--- src/rtl/alarm_pkg.sv ---
// rtl/alarm_pkg.sv - shared state encodings and helpers for the alarm controller
package alarm_pkg;

  localparam int IDLE_B = 0;
  localparam int ARMED_B = 1;
  localparam int RING_B = 2;
  localparam int SNZ_B = 3;
  localparam int DONE_B = 4;

  localparam logic [4:0] IDLE_OH  = 5'b00001;
  localparam logic [4:0] ARMED_OH = 5'b00010;
  localparam logic [4:0] RING_OH  = 5'b00100;
  localparam logic [4:0] SNZ_OH   = 5'b01000;
  localparam logic [4:0] DONE_OH  = 5'b10000;

  typedef enum logic [4:0] {
    S_IDLE  = IDLE_OH,
    S_ARMED = ARMED_OH,
    S_RING  = RING_OH,
    S_SNZ   = SNZ_OH,
    S_DONE  = DONE_OH
  } alarm_state_e;

  function automatic logic is_onehot5(input logic [4:0] v);
    return (v != 5'b0) && ((v & (v - 5'd1)) == 5'b0);
  endfunction

endpackage

--- src/rtl/alarm_tick_cnt.sv ---
// rtl/alarm_tick_cnt.sv - loadable tick down-counter shared by ring timeout and snooze
module alarm_tick_cnt #(
  parameter int CNT_W = 8
) (
  input  logic             clk,
  input  logic             rst,
  input  logic             load,
  input  logic [CNT_W-1:0] load_val,
  input  logic             clr,
  input  logic             dec,
  output logic [CNT_W-1:0] cnt,
  output logic             is_one
);

  logic [CNT_W-1:0] cnt_d;
  logic [CNT_W-1:0] cnt_q;

  // Decrement stops at 1 so the counter can never wrap through zero.
  always_comb begin
    cnt_d = cnt_q;
    if (clr) begin
      cnt_d = '0;
    end else if (load) begin
      cnt_d = load_val;
    end else if (dec && (cnt_q > CNT_W'(1))) begin
      cnt_d = cnt_q - CNT_W'(1);
    end
  end

  always_ff @(posedge clk or posedge rst) begin
    if (rst) begin
      cnt_q <= '0;
    end else begin
      cnt_q <= cnt_d;
    end
  end

  assign cnt    = cnt_q;
  assign is_one = (cnt_q == CNT_W'(1));

endmodule

--- src/rtl/alarm_fsm_ctrl.sv ---
// rtl/alarm_fsm_ctrl.sv - one-hot alarm clock control FSM driving buzzer and snooze indicator
module alarm_fsm_ctrl
  import alarm_pkg::*;
#(
  parameter int CNT_W        = 8,
  parameter int RING_TICKS   = 60,
  parameter int SNOOZE_TICKS = 9
) (
  input  logic             clk,
  input  logic             rst,
  input  logic             tick,
  input  logic             alarm_en,
  input  logic             time_match,
  input  logic             snooze_btn,
  input  logic             off_btn,
  output logic [4:0]       state,
  output logic             buzz,
  output logic             snooze_active,
  output logic [CNT_W-1:0] cnt,
  output logic             illegal_state
);

  logic [4:0]       state_q;
  alarm_state_e     state_d;
  logic             illegal_q;
  logic             illegal_d;
  logic             cnt_load;
  logic             cnt_clr;
  logic             cnt_dec;
  logic [CNT_W-1:0] cnt_load_val;
  logic             cnt_is_one;

  // Buttons are checked ahead of tick so a same-cycle tick is dropped.
  always_comb begin
    state_d      = alarm_state_e'(state_q);
    cnt_load     = 1'b0;
    cnt_clr      = 1'b0;
    cnt_dec      = 1'b0;
    cnt_load_val = CNT_W'(RING_TICKS);
    illegal_d    = !is_onehot5(state_q);
    if (illegal_d) begin
      state_d = S_IDLE;
      cnt_clr = 1'b1;
    end else begin
      case (state_q)
        S_IDLE: begin
          if (alarm_en) begin
            state_d = S_ARMED;
            cnt_clr = 1'b1;
          end
        end
        S_ARMED: begin
          if (!alarm_en) begin
            state_d = S_IDLE;
            cnt_clr = 1'b1;
          end else if (time_match) begin
            state_d  = S_RING;
            cnt_load = 1'b1;
          end
        end
        S_RING: begin
          if (!alarm_en) begin
            state_d = S_IDLE;
            cnt_clr = 1'b1;
          end else if (off_btn) begin
            state_d = S_DONE;
            cnt_clr = 1'b1;
          end else if (snooze_btn) begin
            state_d      = S_SNZ;
            cnt_load     = 1'b1;
            cnt_load_val = CNT_W'(SNOOZE_TICKS);
          end else if (tick) begin
            if (cnt_is_one) begin
              state_d = S_DONE;
              cnt_clr = 1'b1;
            end else begin
              cnt_dec = 1'b1;
            end
          end
        end
        S_SNZ: begin
          if (!alarm_en) begin
            state_d = S_IDLE;
            cnt_clr = 1'b1;
          end else if (off_btn) begin
            state_d = S_DONE;
            cnt_clr = 1'b1;
          end else if (tick) begin
            if (cnt_is_one) begin
              state_d  = S_RING;
              cnt_load = 1'b1;
            end else begin
              cnt_dec = 1'b1;
            end
          end
        end
        S_DONE: begin
          // Stay here until the match window closes so one match rings once.
          if (!alarm_en) begin
            state_d = S_IDLE;
            cnt_clr = 1'b1;
          end else if (!time_match) begin
            state_d = S_ARMED;
            cnt_clr = 1'b1;
          end
        end
        default: begin
          state_d = S_IDLE;
          cnt_clr = 1'b1;
        end
      endcase
    end
  end

  always_ff @(posedge clk or posedge rst) begin
    if (rst) begin
      state_q   <= IDLE_OH;
      illegal_q <= 1'b0;
    end else begin
      state_q   <= state_d;
      illegal_q <= illegal_d;
    end
  end

  alarm_tick_cnt #(
    .CNT_W(CNT_W)
  ) u_tick_cnt (
    .clk     (clk),
    .rst     (rst),
    .load    (cnt_load),
    .load_val(cnt_load_val),
    .clr     (cnt_clr),
    .dec     (cnt_dec),
    .cnt     (cnt),
    .is_one  (cnt_is_one)
  );

  assign state         = state_q;
  assign buzz          = state_q[RING_B];
  assign snooze_active = state_q[SNZ_B];
  assign illegal_state = illegal_q;

endmodule

--- config.mk ---
export PLATFORM = sky130hd
export DESIGN_NAME = alarm_fsm_ctrl
export DESIGN_NICKNAME = d
export VERILOG_FILES = /design/src/rtl/alarm_pkg.sv /design/src/rtl/alarm_tick_cnt.sv /design/src/rtl/alarm_fsm_ctrl.sv
export SDC_FILE = /design/constraint.sdc
export NUM_CORES = 1
export LEC_CHECK = 0
export CORE_MARGIN = 8
export CORE_UTILIZATION = 45
export DETAILED_ROUTE_END_ITERATION = 10
export GPL_TIMING_DRIVEN = 0
export PLACE_DENSITY_LB_ADDON = 0.1
export SYNTH_ARGS = -nofsm -noshare
export SYNTH_HDL_FRONTEND = slang
export SYNTH_SLANG_ARGS = --single-unit
export TNS_END_PERCENT = 10
--- constraint.sdc ---
create_clock -name clk -period 3.5 [get_ports clk]
set_input_delay 0.525 -clock clk [delete_from_list [all_inputs] [get_ports clk]]
set_output_delay 0.525 -clock clk [all_outputs]
set_load 0.03 [all_outputs]
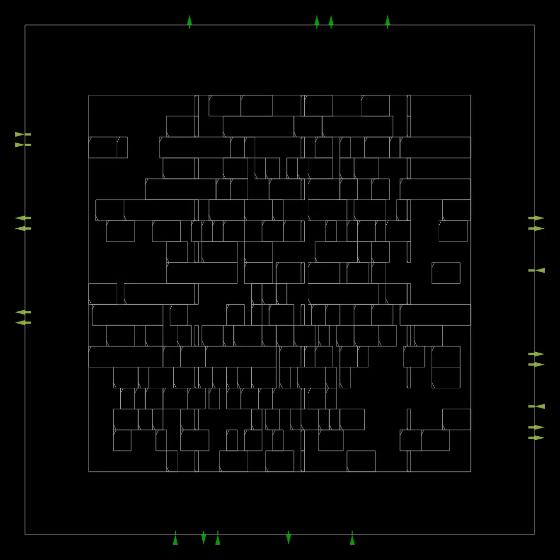
Figure 1: run 1, cell placement.
flop share of the area: 24.8%
total core area: 0.00243 mm^2
seq_cells: 14
row count: 18
post-route insts no fill: 193

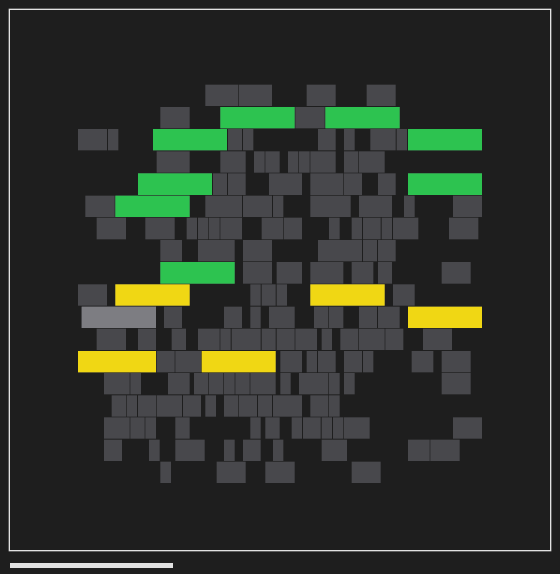
Figure 2: run 1, register map, names as in the netlist.
The bar under the picture is 20 um long.
colour	signal	sequential cells
yellow	state	5
green	u_tick_cnt.cnt	8
not coloured	1

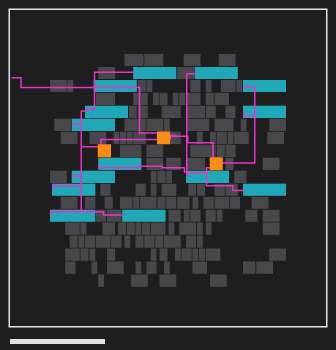
Figure 3: run 1, clock wires, drivers and flops.
The bar under the picture is 20 um long.
[orange] cells driving clock nets | count: 3
[magenta] clock wires | length: 242 um
[cyan] flip-flops | count: 14
routed clock nets	4
clock power share: 12.5%
clock skew: 0.00996 ns

==> impl_metrics.env, run 1 <==
# yosys + openroad results
export IMPL_fin_util_pct=58.4
export IMPL_cts_resized=0
export IMPL_cts_hold_buf=0
export IMPL_setup_viol=0
export IMPL_drv_cap=0
export IMPL_taps=30
export IMPL_dp_hpwl_um=2130
export IMPL_status="finished clean"
export IMPL_use_met2_pct=20.5
export IMPL_die_h_um=66.2
export IMPL_diodes=0
export IMPL_fin_crit_sh_pct=73.8
export IMPL_startpoint_type="register"
export IMPL_critPathMaxStageDelay_ns=0.54
export IMPL_comb_area_share_pct=48.9
export IMPL_clkCellAreaFrac_pct=2.56
export IMPL_path_clk_slew_ns=0.10
export IMPL_grt_util_met1_pct=18.9
export IMPL_p_per_area_mw_per_mm2=691
export IMPL_use_met3_pct=5.42
export IMPL_syn_area_mm2=0.00114
export IMPL_clock_latency_ns=0.29
export IMPL_first_iter_violations=70
export IMPL_fmax_ghz=0.387
export IMPL_openroad_warnings=27
export IMPL_nFillCells=230
export IMPL_timing_rr_start="u_tick_cnt.cnt[2]$_DFFE_PP0P_"
export IMPL_synth_nets=147
export IMPL_die_x_um=66.2
export IMPL_io_pins=23
export IMPL_async_reset_ff_share_pct=100
export IMPL_grt_pass1_wl_um=4920
export IMPL_min_period_ns=2.58
export IMPL_crit_buf_inv=2
export IMPL_yosys_area_share_xor_xnor_pct=5.40
export IMPL_syn_inst=138
run 1: power breakdown:
part / internal (mW) / total [mW] / switching (mW)
sequential: 0.204 / 0.254 / 0.0500
combinational: 0.274 / 0.605 / 0.331
clock: 0.0634 / 0.123 / 0.0594
total: 0.541 / 0.982 / 0.440
run 1: cells in the mapped netlist, types with 3 or more instances:
| master | number | share of area (%) |
|---|---|---|
| o21ai_0 | 9 | 4.0 |
| xor2_1 | 3 | 2.3 |
| a21oi_1 | 5 | 2.2 |
| nor3_1 | 4 | 1.8 |
| nor2b_1 | 3 | 1.7 |
| nor2_1 | 11 | 3.6 |
| or3_1 | 6 | 3.3 |
| xnor2_1 | 4 | 3.1 |
| nand2_1 | 15 | 5.0 |
| nand2b_1 | 10 | 5.5 |
| o31ai_1 | 3 | 2.0 |
| o221a_2 | 3 | 3.0 |
| dfrtp_1 | 13 | 29 |
| nor4_1 | 4 | 2.2 |
| inv_1 | 6 | 2.0 |
| clkbuf_1 | 6 | 2.0 |
run 1: layout by cell type, fill, tap and decap left out, types with 2 or more instances in the layout:
| master | n |
|---|---|
| or3b_2 | 2 |
| a22oi_1 | 2 |
| o221a_2 | 3 |
| or3_1 | 6 |
| xnor2_1 | 4 |
| o31ai_1 | 3 |
| mux2i_1 | 2 |
| nand3_1 | 2 |
| buf_4 | 2 |
| o21ai_0 | 9 |
| nor3_1 | 4 |
| dfrtp_1 | 13 |
| nand2_1 | 15 |
| nor2b_1 | 3 |
| clkbuf_1 | 6 |
| nor2_1 | 11 |
| a21oi_1 | 5 |
| xor2_1 | 3 |
| nor4_1 | 4 |
| or4_4 | 2 |
| clkbuf_4 | 3 |
| nand2b_1 | 10 |
| inv_1 | 6 |
| ha_1 | 2 |
| clkdlybuf4s50_1 | 21 |
==> run 1 -> run 2 <==
clock period = 2.6 ns   (was 3.5 ns; I/O delays follow)
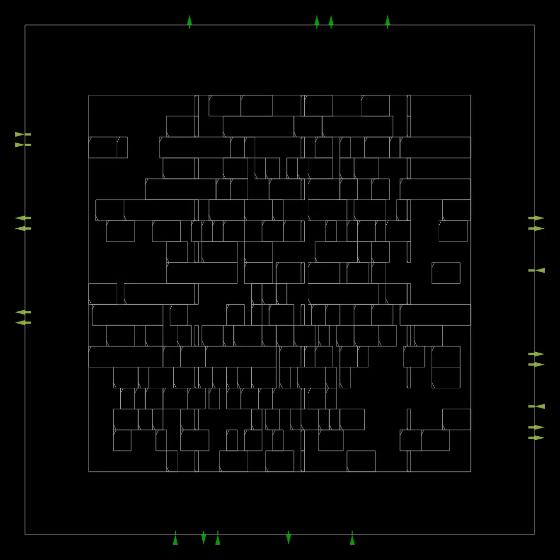
Figure 4: run 2, cell placement.
Core Util, Final: 58.4%
fillcell total: 230
n_taps: 30

==> run 2 against run 1 <==
Register-to-register slack got worse by 0.83 ns. Non-clock buffer count stayed put. Largest cell class unchanged. Setup slack got worse by 0.83 ns. Die area unchanged. Critical path type unchanged. Worst hold slack worse by 0.14 ns.
==> impl_metrics.env, run 2 <==
# yosys + openroad results
export IMPL_critPathMaxStageDelay_ns=0.53
export IMPL_path_clk_slew_ns=0.10
export IMPL_final_cell_count_no_fill=193
export IMPL_worstPathRequired_ns=2.77
export IMPL_die_x_um=66.2
export IMPL_grt_pass1_wl_um=4920
export IMPL_min_period_ns=2.52
export IMPL_hp_class="in2async"
export IMPL_p_per_area_mw_per_mm2=930
export IMPL_reg2reg_depth=8
export IMPL_synth_distinct_cells=42
export IMPL_clock_latency_ns=0.29
export IMPL_gp_congestion=0.873
export IMPL_syn_area_mm2=0.00114
export IMPL_rows=18
export IMPL_status="finished clean"
export IMPL_synth_top_cell_area_share_pct=28.6
export IMPL_synth_adder_area_share_pct=2.20
export IMPL_setup_viol=0
export IMPL_largest_reg_flops=8
export IMPL_final_cell_mix="clkdlybuf4s50_1 (21), nand2_1 (15), dfrtp_1 (13)"
export IMPL_dp_hpwl_um=2130
export IMPL_openroad_warnings=27
export IMPL_drv_cap=0
export IMPL_synth_area_leader_cell="dfrtp_1"
export IMPL_cts_hold_buf=0
export IMPL_io_pins=23
export IMPL_synth_area_top_cells="dfrtp_1 (29%), nand2b_1 (5.5%), nand2_1 (5.0%)"
export IMPL_syn_inst=138
export IMPL_yosysMostFrequentCell="nand2_1"
export IMPL_fmax_ghz=0.397
export IMPL_first_iter_violations=70
export IMPL_diodes=0
export IMPL_synth_nets=147
export IMPL_async_reset_ff_share_pct=100
export IMPL_startpoint_type="register"
export IMPL_cts_resized=0
export IMPL_fin_crit_sh_pct=96.8
export IMPL_synth_cells_most_frequent="nand2_1 (15), dfrtp_1 (13), nor2_1 (11)"
export IMPL_die_h_um=66.2
export IMPL_crit_buf_inv=2
export IMPL_skew_ns=0.00988
export IMPL_cp_end_kind="register"
export IMPL_final_common_cell="clkdlybuf4s50_1"
export IMPL_yosys_area_share_xor_xnor_pct=5.40
export IMPL_core_area_mm2=0.00243
[run 2: cell counts after synthesis]
Identical to the previous run, type by type.
[run 2: logic make-up after synthesis]
group	count (synthesis)
simple gates	64
compound gates	32
buf+inv	17
flops	14
xor+xnor	7
mux	2
fa+ha+maj	2
[run 2: metal layers]
layer,track usage (%),up-vias
met5,0,-
met4,2.40,0
met3,5.42,2
met2,20.5,46
met1,18.9,517
li1,-,551
[run 2: layout make-up]
class	count	area share (%)
well taps	30	2.64
repair buffers	21	14.8
flip-flops and latches	14	24.8
plain buffers	11	4.76
inverters	6	1.59
multi-input cells	107	48.9
clock buffers	4	2.56
[run 2: final timing paths]
check / to / slack, ns / from
setup / recovery: u_tick_cnt.cnt[3]$_DFFE_PP0P_ / 0.08 / u_tick_cnt.cnt[2]$_DFFE_PP0P_
hold / removal: u_tick_cnt.cnt[5]$_DFFE_PP0P_ / 0.42 / rst
setup reg to reg: u_tick_cnt.cnt[3]$_DFFE_PP0P_ / 0.08 / u_tick_cnt.cnt[2]$_DFFE_PP0P_
hold reg to reg: u_tick_cnt.cnt[7]$_DFFE_PP0P_ / 0.61 / u_tick_cnt.cnt[7]$_DFFE_PP0P_
max in group asynchronous: state[0]$_DFFE_PP1P_ / 1.80 / rst
min in group clk: state[0]$_DFFE_PP1P_ / 0.49 / alarm_en
[run 2: report_power, final]
part	switching, mW	leakage (nW)	internal [mW]
Sequential	0.0672	0.185	0.275
Combinational	0.445	0.368	0.369
Clock	0.0801	0.0210	0.0853
[run 2: per-stage QoR]
step	hold slack (ns)	total power, mW	setup slack, ns	area [um^2]
floorplan	0.279	0.925	0.00740	1140
global placement	0.578	1.14	0.0607	1380
detailed placement	0.592	1.15	0.0395	1380
CTS	0.458	1.32	0.0123	1420
global route	0.484	1.43	0.00633	1420
finish	0.424	1.32	0.0835	1420
==> run 2 -> run 3 <==
CTS_CLUSTER_DIAMETER = 80   (was not set)
GPL_TIMING_DRIVEN = 1   (was 0)
TNS_END_PERCENT = 30   (was 10)
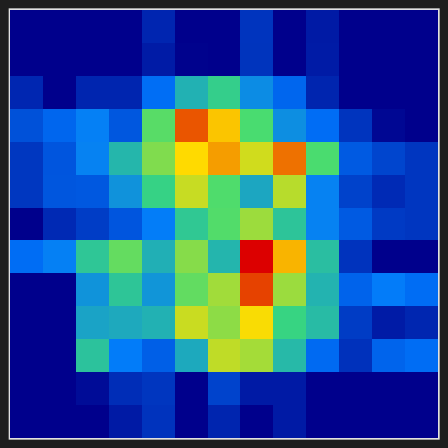
Figure 5: run 3, wiring heat map.
The die is cut into 13 by 13 equal tiles; dark blue is low, red is high, scaled to the fullest tile. Values are wire area over tile area, all layers added.
densest ninth of the die	centre
emptiest ninth of the die	upper right
nearly empty tiles	30%
mean over tiles	0.11
tiles over half the peak	17%

==> run 3 against run 2 <==
Wire length grew 2.8%. Flip-flop count did not move. Synthesized cell count unchanged. Via count is 0.63% lower. Worst hold slack improved by 0.013 ns. Non-clock buffer count down 1. Largest cell class unchanged.
==> impl_metrics.env, run 3 <==
# yosys + openroad results
export IMPL_status="finished clean"
export IMPL_edf_count=0
export IMPL_core_area_mm2=0.00243
export IMPL_place_ws_ns=-0.00789
export IMPL_finalHoldViolCount=0
export IMPL_openroad_warnings=27
export IMPL_vias=1109
export IMPL_grt_util_met1_pct=17.5
export IMPL_routed_top_layer="met4"
export IMPL_grt_pass1_wl_um=5080
export IMPL_worstPathRequired_ns=2.77
export IMPL_met3_length_um=257
export IMPL_async_reset_ff_share_pct=100
export IMPL_synth_area_top_cells="dfrtp_1 (29%), nand2b_1 (5.5%), nand2_1 (5.0%)"
export IMPL_critPathSlowestCell="or4_4"
export IMPL_min_period_ns=2.48
export IMPL_cts_buffers=3
export IMPL_cp_end_kind="register"
export IMPL_criticalPathCategory="reg2reg"
export IMPL_drv_cap=0
export IMPL_grt_pass1_vias=1136
export IMPL_hp_class="in2async"
export IMPL_p_per_area_mw_per_mm2=925
export IMPL_busiest_layer="met2"
export IMPL_ys_seq_share_pct=30.9
export IMPL_final_cell_count_no_fill=192
export IMPL_gp_congestion=0.846
export IMPL_fin_crit_sh_pct=95.2
export IMPL_layout_setup_ws_ns=0.125
export IMPL_worst_slew_pin_slew_ns=0.547
export IMPL_h_tree_depth=1
export IMPL_finalInstanceArea_mm2=0.00143
export IMPL_drtPass1Iterations=4
export IMPL_path_clk_slew_ns=0.09
export IMPL_timing_hold_ws_ns=0.437
export IMPL_final_setup_tns_ns=0
export IMPL_use_met3_pct=6.27
export IMPL_wire_per_inst_um=15.6
export IMPL_vias_per_cell=5.78
export IMPL_syn_inst=138
export IMPL_antenna_left=0
export IMPL_maxSlewHeadroom_pct=63.5
export IMPL_post_cts_setup_buffers=0
export IMPL_fin_util_pct=58.8
export IMPL_setup_viol=0
export IMPL_cts_hold_buf=0
export IMPL_met1_length_um=1330
export IMPL_clock_latency_ns=0.29
export IMPL_diodes=0
export IMPL_first_iter_violations=53
export IMPL_syn_area_mm2=0.00114
export IMPL_worstPathCellList="or4_4 > or4_4 > a21oi_2 > and3_4 > buf_4 > mux2i_1 > a221o_1"
export IMPL_die_x_um=66.2
export IMPL_synth_distinct_cells=42
export IMPL_final_common_cell="clkdlybuf4s50_1"
export IMPL_avgSynthCellArea_um2=8.23
export IMPL_drive_above_1_share_pct=14.8
export IMPL_nNetsFinal=172
export IMPL_placed_area_mm2=0.00139
export IMPL_fmax_ghz=0.404
export IMPL_synth_cells_most_frequent="nand2_1 (15), dfrtp_1 (13), nor2_1 (11)"
export IMPL_rows=18
export IMPL_use_met2_pct=22.7
export IMPL_synth_area_leader_cell="dfrtp_1"
export IMPL_synth_nets=147
export IMPL_cpMostUsedCell="or4_4"
export IMPL_startpoint_type="register"
export IMPL_largest_reg_flops=8
export IMPL_cts_resized=0
export IMPL_dp_hpwl_um=2320
export IMPL_synth_top_cell_area_share_pct=28.6
export IMPL_yosysMostFrequentCell="nand2_1"
export IMPL_die_h_um=66.2
export IMPL_final_cell_mix="clkdlybuf4s50_1 (22), nand2_1 (15), dfrtp_1 (13)"
export IMPL_drc_errors=0
export IMPL_cp_arrival_ns=2.64
export IMPL_fp_util_pct=46.7
export IMPL_skew_ns=0.00654
export IMPL_placed_cells=188
export IMPL_critPathMaxStageDelay_ns=0.54
export IMPL_area_growth_pct=25.9
export IMPL_yosys_stat_area_mm2=0.00114
export IMPL_port_buffer_count=22
export IMPL_cts_sinks=14
export IMPL_critPathMaxFanout=7
export IMPL_p_total_mw=1.32
export IMPL_io_pins=23
export IMPL_cts_tree="done"
-- run 3: cell counts after synthesis --
No cell type changed its count.
-- run 3: path summary, 6_finish.rpt --
kind	from	end	slack, ns	depth (start not counted)
setup / recovery	u_tick_cnt.cnt[3]$_DFFE_PP0P_	u_tick_cnt.cnt[3]$_DFFE_PP0P_	0.12	7
hold / removal	rst	u_tick_cnt.cnt[4]$_DFFE_PP0P_	0.44	2
setup reg to reg	u_tick_cnt.cnt[3]$_DFFE_PP0P_	u_tick_cnt.cnt[3]$_DFFE_PP0P_	0.12	7
hold reg to reg	u_tick_cnt.cnt[7]$_DFFE_PP0P_	u_tick_cnt.cnt[7]$_DFFE_PP0P_	0.60	2
max in group asynchronous	rst	state[0]$_DFFE_PP1P_	1.79	2
min in group clk	u_tick_cnt.cnt[7]$_DFFE_PP0P_	u_tick_cnt.cnt[7]$_DFFE_PP0P_	0.60	2
-- run 3: logic make-up after synthesis --
family	synth area share, %
XOR/XNOR	5.40
flip-flops	30.9
multiplexers	1.76
adder cells (fa/ha/maj)	2.20
AND-OR/OR-AND	20.4
AND/OR/NAND/NOR	31.4
buffers and inverters	7.93
-- run 3: cell type report --
cell class	instances	area [um^2]
multi-input cells	107	694
well taps	30	37.5
flip-flops and latches	14	352
repair buffers	31	288
clock buffers	4	36.3
fillers	229	1000
inverters	6	22.5
-- run 3: power breakdown --
group | switching (mW) | internal (mW) | leakage (nW)
Sequential | 0.0769 | 0.275 | 0.185
Clock | 0.0745 | 0.0853 | 0.0210
Combinational | 0.439 | 0.373 | 0.386
Total | 0.590 | 0.733 | 0.592
-- run 3: critical path, delay by kind of cell, from the launching register on --
kind	cells	cell delay [ns]
AND/OR/NAND/NOR	3	1.27
AND-OR/OR-AND	2	0.45
buffers and inverters	1	0.14
flip-flops	1	0.43
multiplexers	1	0.07
Power figures rest on the tool's default switching activity, not on a simulated workload.
